Fig. 1: wiring by layer
Two of the layers only.
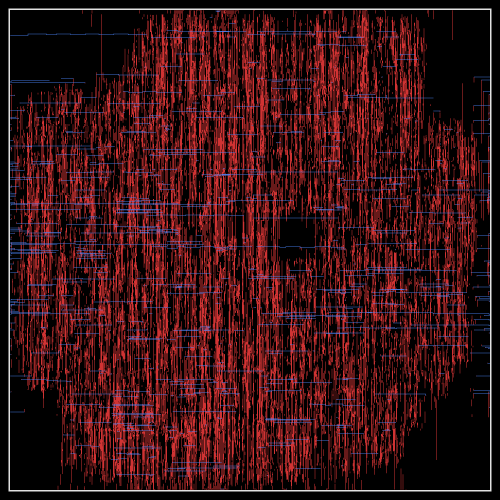
Fig. 2: sequential cells colored by netlist name
The bar under the picture is 100 um long. Other sequential cells in the stronger gray, the rest of the logic in the fainter gray.
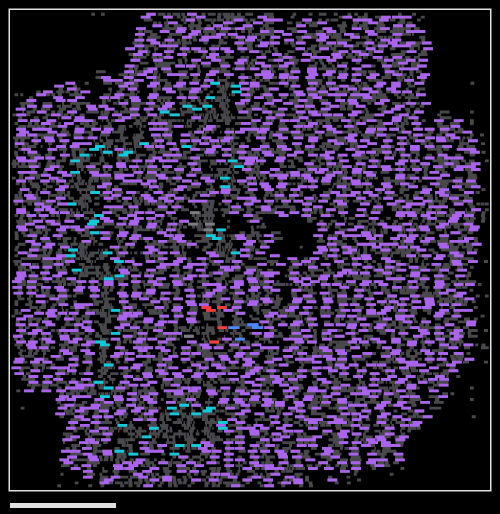
Fig. 3: routed metal per tile
The die is cut into 23 by 23 equal tiles; dark purple is low, yellow is high, scaled to the fullest tile. Values are wire area over tile area, all layers added.
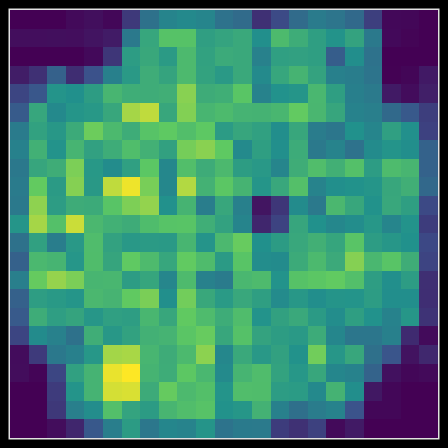
Fig. 4: local utilization
The bar under the picture is 100 um long. The die is cut into 23 by 23 equal tiles; dark purple is low, yellow is high, 0 to 100% covered.
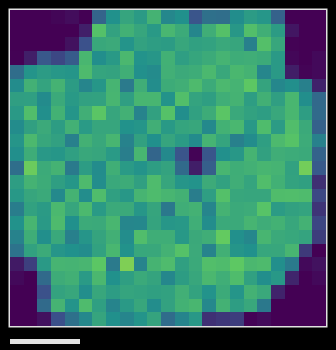
Fig. 5: the clock network
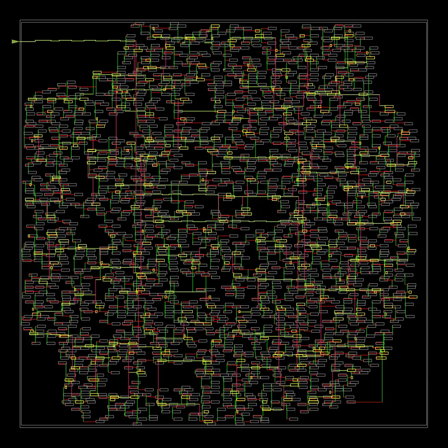
Design mem_req_queue_flat, sky130hd; sources not shown.
==> qor.txt <==
R2R depth -> 18
Gate Count Post-Synth -> 6277
total die size -> 206000 um2
M1 WL -> 118000 um
fa+ha+maj area frac -> 1.90%
GRT busiest layer -> met2
Flops -> 1902
fmax -> 0.0436 GHz
CTS Buf Count -> 209
synthesized cell area -> 92000 um2
Pre-antenna DRT Iters -> 5
RePlAce Congestion -> 0.803
top-count cell post-synth -> dfrtp_1
tool warnings -> 52
status -> finished, final reports clean
switching power -> 0.00194 W
Multi-In Gates -> 3712
post_cts resized -> 0
P_leak -> 48.6 nW
Clock buf/inv share -> 6.88%
hpwl dp -> 145000 um
CLK BUF -> 318
#FFs+latches synth -> 1902
Logic power comb -> 0.00225 W
pwr dens -> 53.5 nW/um2
Die Y -> 454 um
placed cell count -> 8857
RSZ-0062 raised after global routing -> no
ao+oa area frac -> 4.17%
Hold Crit Depth -> 1
metal2 WL -> 125000 um
CP arrival -> 13.48 ns
final setup margin -> 39.99 ns
antenna cells -> 1
# H-tree levels -> 4
Die Width -> 454 um
period utilisation layout -> 36.4%
Slew HR -> 19.9%
Top area cell types -> dfrtp_1 (52%), mux2_2 (16%), mux2_4 (8.8%)
CP max stage delay -> 1.16 ns
vias per cell -> 5.88
Top cell area share -> 51.7%
pin count of the biggest net entering global routing -> 196
xor/xnor share -> 0.766%
leading area contributor after synthesis -> dfrtp_1
Flop pwr share -> 36.8%
Cell Type Count -> 60
top cells by count -> dfrtp_1 (1902), mux2_2 (1288), mux2_4 (540), mux2i_1 (519), a22oi_1 (339)
1st-iter DRT viols -> 3686
FFs w/ async S/R, synth -> 100%
main flop type -> dfrtp_1
Clk power -> 0.00127 W
total power -> 0.00557 W
Top logic family -> multiplexers
final-report hold violation count -> 0
Post-synth seq share -> 51.7%
Hold WS -> 0.493 ns
Top class by area -> flip-flops and latches
worst path bufs/invs -> 4
Clock Pin Slew Worst Setup and Hold Paths -> 0.06 ns
Worst-Margin Slew -> 1.20 ns
# fillers -> 17100
Crit path max-delay family -> buffers and inverters
ys cells -> 6277
max reg flops -> 1824
Chip Area, Yosys -> 92000 um2
number of global-route vias before repair -> 57500
CTS tree -> built
met2 GRT Util -> 41.5%
largest power group -> combinational logic
Fin Setup TNS -> 0 ns
Post-CTS Setup Inserts -> 0
most frequent logic cells in the routed design -> dfrtp_1 (1899), mux2_2 (1288), mux2_4 (540), mux2i_1 (519), a22oi_1 (339)
Plain + repair buffers -> 432
Non-Filler Instances -> 9237
Gate power share -> 40.4%
IO Count -> 306
slowest stage cell, crit path -> clkdlybuf4s50_1
placed instance area -> 96800 um2
CP startpoint kind -> input pin
flop2flop setup slack -> 55.58 ns
-- Fig. 1 (at the start) --
Red shows met2, wire length 125 mm. Blue shows met3, wire length 11500 um.
routed wire length: 262000 um
vias: 54300
Avg WL per Cell: 28.3 um

-- Fig. 2 (at the start) --
Red shows `u_core/u_fifo/count_o`, sequential cells 5. Blue shows `u_core/u_fifo/rd_ptr_q`, sequential cells 4. Purple shows `u_core/u_fifo/mem_q`, sequential cells 1824, where all over the die. Cyan shows `u_core/bus.sim_time`, sequential cells 64.
final core occ: 51.3%
flop share of the area: 45.7%
Register Area: 47600 um2
Seq. pwr: 0.00205 W

-- Fig. 3 (at the start) --
The fullest tile reaches 0.41. 59% of the tiles are over half the peak. The emptiest ninth of the die: lower right. 6.8% of the tiles are nearly empty. The mean over all tiles is 0.20.
gr usage total: 25.5%

-- Fig. 4 (at the start) --
0.80% of the tiles are over 75% full. The fullest tile reaches 80%. 9.1% of the tiles are nearly empty.
Starting Density: 45.4%
Core ar.: 203000 um2

-- Fig. 5 (at the start) --
CTS Sinks: 1902
clk_lat worst skew: 0.85 ns

Power and IR drop assume default switching activity.
